**src/rtl/booth_op_sequencer.sv**
```systemverilog
// Operand sequencer around a Booth multiplier datapath/controller pair.
// Buffers operand pairs in a small FIFO, issues one multiply at a time with
// operands held stable, captures the 2N-bit product and presents it on a
// valid/ready output stream. A watchdog abandons operations whose done never
// arrives and raises a sticky error flag.
module booth_op_sequencer #(
  parameter int unsigned N       = 8,
  parameter int unsigned DEPTH   = 2,
  parameter int unsigned TIMEOUT = 64
) (
  input  logic           clk_i,
  input  logic           rst_ni,
  input  logic           in_valid_i,
  output logic           in_ready_o,
  input  logic [N-1:0]   in_mcand_i,
  input  logic [N-1:0]   in_mplier_i,
  output logic           mul_start_o,
  output logic [N-1:0]   mul_m_o,
  output logic [N-1:0]   mul_q_o,
  input  logic           mul_done_i,
  input  logic [2*N-1:0] mul_product_i,
  output logic           out_valid_o,
  input  logic           out_ready_i,
  output logic [2*N-1:0] out_product_o,
  output logic           busy_o,
  output logic           err_timeout_o
);

  localparam int unsigned PtrW = (DEPTH > 1) ? $clog2(DEPTH) : 1;
  localparam int unsigned CntW = $clog2(DEPTH + 1);
  localparam int unsigned WdW  = (TIMEOUT > 1) ? $clog2(TIMEOUT) : 1;

  localparam logic [CntW-1:0] CntFull = CntW'(DEPTH);
  localparam logic [WdW-1:0]  WdLast  = WdW'(TIMEOUT - 1);

  typedef enum logic [1:0] {StIdle, StStart, StWait, StOut} state_e;

  state_e state_q;

  // FIFO storage: each entry is {multiplicand, multiplier}
  logic [2*N-1:0] mem_q [DEPTH];
  logic [PtrW-1:0] wr_ptr_q, wr_ptr_d;
  logic [PtrW-1:0] rd_ptr_q, rd_ptr_d;
  logic [CntW-1:0] count_q, count_d;
  logic            push, pop;
  logic [2*N-1:0]  head;

  logic [WdW-1:0]  wdog_q;

  assign in_ready_o = (count_q < CntFull);
  assign busy_o     = (state_q != StIdle) || (count_q != '0);
  assign head       = mem_q[rd_ptr_q];

  // FIFO pointer/occupancy next state; pops only happen while the FSM idles
  always_comb begin
    push     = in_valid_i && in_ready_o;
    pop      = (state_q == StIdle) && (count_q != '0);
    wr_ptr_d = push ? wr_ptr_q + PtrW'(1) : wr_ptr_q;
    rd_ptr_d = pop ? rd_ptr_q + PtrW'(1) : rd_ptr_q;
    count_d  = count_q;
    if (push && !pop) begin
      count_d = count_q + CntW'(1);
    end else if (pop && !push) begin
      count_d = count_q - CntW'(1);
    end
  end

  // FIFO state; reset discards every queued entry
  always_ff @(posedge clk_i or negedge rst_ni) begin
    if (!rst_ni) begin
      wr_ptr_q <= '0;
      rd_ptr_q <= '0;
      count_q  <= '0;
      for (int i = 0; i < int'(DEPTH); i++) begin
        mem_q[i] <= '0;
      end
    end else begin
      wr_ptr_q <= wr_ptr_d;
      rd_ptr_q <= rd_ptr_d;
      count_q  <= count_d;
      if (push) begin
        mem_q[wr_ptr_q] <= {in_mcand_i, in_mplier_i};
      end
    end
  end

  // Operation sequencer with registered handshake/datapath outputs
  always_ff @(posedge clk_i or negedge rst_ni) begin
    if (!rst_ni) begin
      state_q       <= StIdle;
      mul_start_o   <= 1'b0;
      mul_m_o       <= '0;
      mul_q_o       <= '0;
      out_valid_o   <= 1'b0;
      out_product_o <= '0;
      err_timeout_o <= 1'b0;
      wdog_q        <= '0;
    end else begin
      unique case (state_q)
        StIdle: begin
          if (pop) begin
            // Operands only ever change here, so they stay put through START..OUT
            mul_m_o     <= head[2*N-1:N];
            mul_q_o     <= head[N-1:0];
            mul_start_o <= 1'b1;
            state_q     <= StStart;
          end
        end
        StStart: begin
          mul_start_o <= 1'b0;
          wdog_q      <= '0;
          state_q     <= StWait;
        end
        StWait: begin
          // done takes priority over an expiring watchdog in the same cycle
          if (mul_done_i) begin
            out_product_o <= mul_product_i;
            out_valid_o   <= 1'b1;
            state_q       <= StOut;
          end else if (wdog_q == WdLast) begin
            err_timeout_o <= 1'b1;
            state_q       <= StIdle;
          end else begin
            wdog_q <= wdog_q + WdW'(1);
          end
        end
        StOut: begin
          if (out_ready_i) begin
            out_valid_o <= 1'b0;
            state_q     <= StIdle;
          end
        end
        default: state_q <= StIdle;
      endcase
    end
  end

endmodule

```
**config.mk**
```make
export PLATFORM = sky130hd
export DESIGN_NAME = booth_op_sequencer
export DESIGN_NICKNAME = d
export VERILOG_FILES = /design/src/rtl/booth_op_sequencer.sv
export SDC_FILE = /design/constraint.sdc
export NUM_CORES = 1
export LEC_CHECK = 0
export ABC_AREA = 1
export CAP_MARGIN = 20
export CORE_UTILIZATION = 30
export CTS_BUF_LIST = sky130_fd_sc_hd__clkbuf_4 sky130_fd_sc_hd__clkbuf_8
export DETAILED_ROUTE_END_ITERATION = 6
export SKIP_CTS_REPAIR_TIMING = 1
export SLEW_MARGIN = 20
export SYNTH_ARGS = -nofsm -noshare
export SYNTH_HDL_FRONTEND = slang
export SYNTH_SLANG_ARGS = --single-unit
```
**constraint.sdc**
```tcl
create_clock -name clk_i -period 2.2 [get_ports clk_i]
set_input_delay 0.22 -clock clk_i [delete_from_list [all_inputs] [get_ports clk_i]]
set_output_delay 0.22 -clock clk_i [all_outputs]
set_load 0.05 [all_outputs]
```
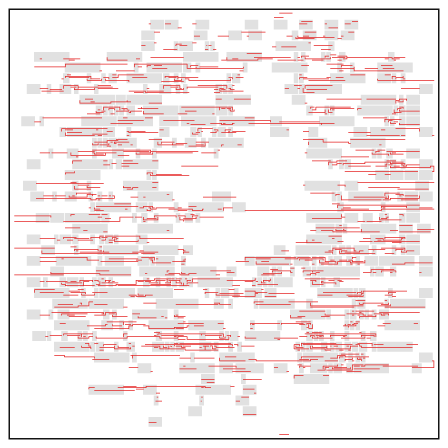
met1.png
The wires run mostly horizontal. 433 nets have wire on it. The layer carries 3350 um of wire.

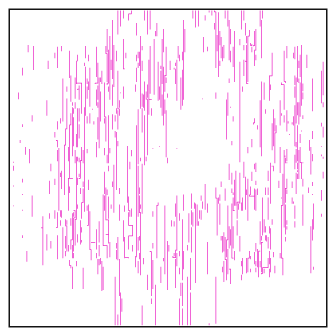
met2.png
The wires run mostly vertical. The layer carries 3560 um of wire.

==> summary.rpt <==
PHYSICAL IMPLEMENTATION REPORT
----------------------------------------------------
[Floorplanning]
  Number of rows created at floorplan ........................ 38

[Power]
  Net switching share of the total power ........................ 45.31%
  Relative contribution of combinational cells to total power ........................ 49.1%
  Power in the clock group ........................ 0.00120 W
  Portion of total power attributed to the clock network ........................ 16.6%

[Flow run]
  OpenROAD warning count ........................ 26
  Number of max-cap violations ........................ 0

[Yosys]
  Cell area leaders ........................ sky130_fd_sc_hd__dfrtp_1, sky130_fd_sc_hd__nand2_1, sky130_fd_sc_hd__nand3_1, sky130_fd_sc_hd__o21ai_2, sky130_fd_sc_hd__inv_1
  Total of warnings raised by yosys ........................ 0
  FFs w/ async S/R, synth ........................ 100.0%
  Compound Share, Synth ........................ 9.941%
  Area fraction in mux cells ........................ 0%

[Setup path]
  Slowest cell delay on critical path ........................ 0.73 ns
  Startpoint kind of the worst setup timing path ........................ flip-flop
  List of cells traversed by the critical path ........................ nor2_1 > nand2_1 > clkdlybuf4s50_1
  Source of the critical timing path ........................ count_q[0]
  Worst EP arrival ........................ 1.83 ns
  Worst setup path endpoint ........................ busy_o
  Category of the critical setup timing path ........................ flip-flop to output port

[Clocking]
  Maximum level of the CTS H-tree ........................ 3
  Clock edge transition at the registers on the reported setup and hold paths ........................ 0.08 ns

[Status]
  Outcome ........................ finished, final reports clean

[Cells and area]
  Combinational share of cell area ........................ 26.61%
  Final Net Count ........................ 488
  Final Cell Area ........................ 4481 um^2

[Final timing]
  Final worst-path cycle share ........................ 93.35%

[Global route]
  Met2 routing resource usage after global routing ........................ 23.37%
  Overall routing resource usage ........................ 13.63%

----------------------------------------------------
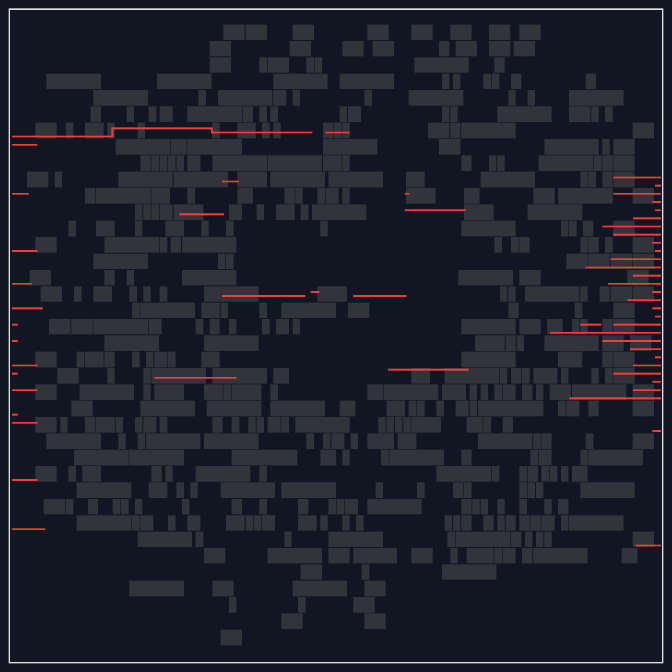
met3.png
The wires run mostly horizontal. The layer holds 4.5% of the routed length.

No activity file was given, so power comes from the tool's default toggle rates.
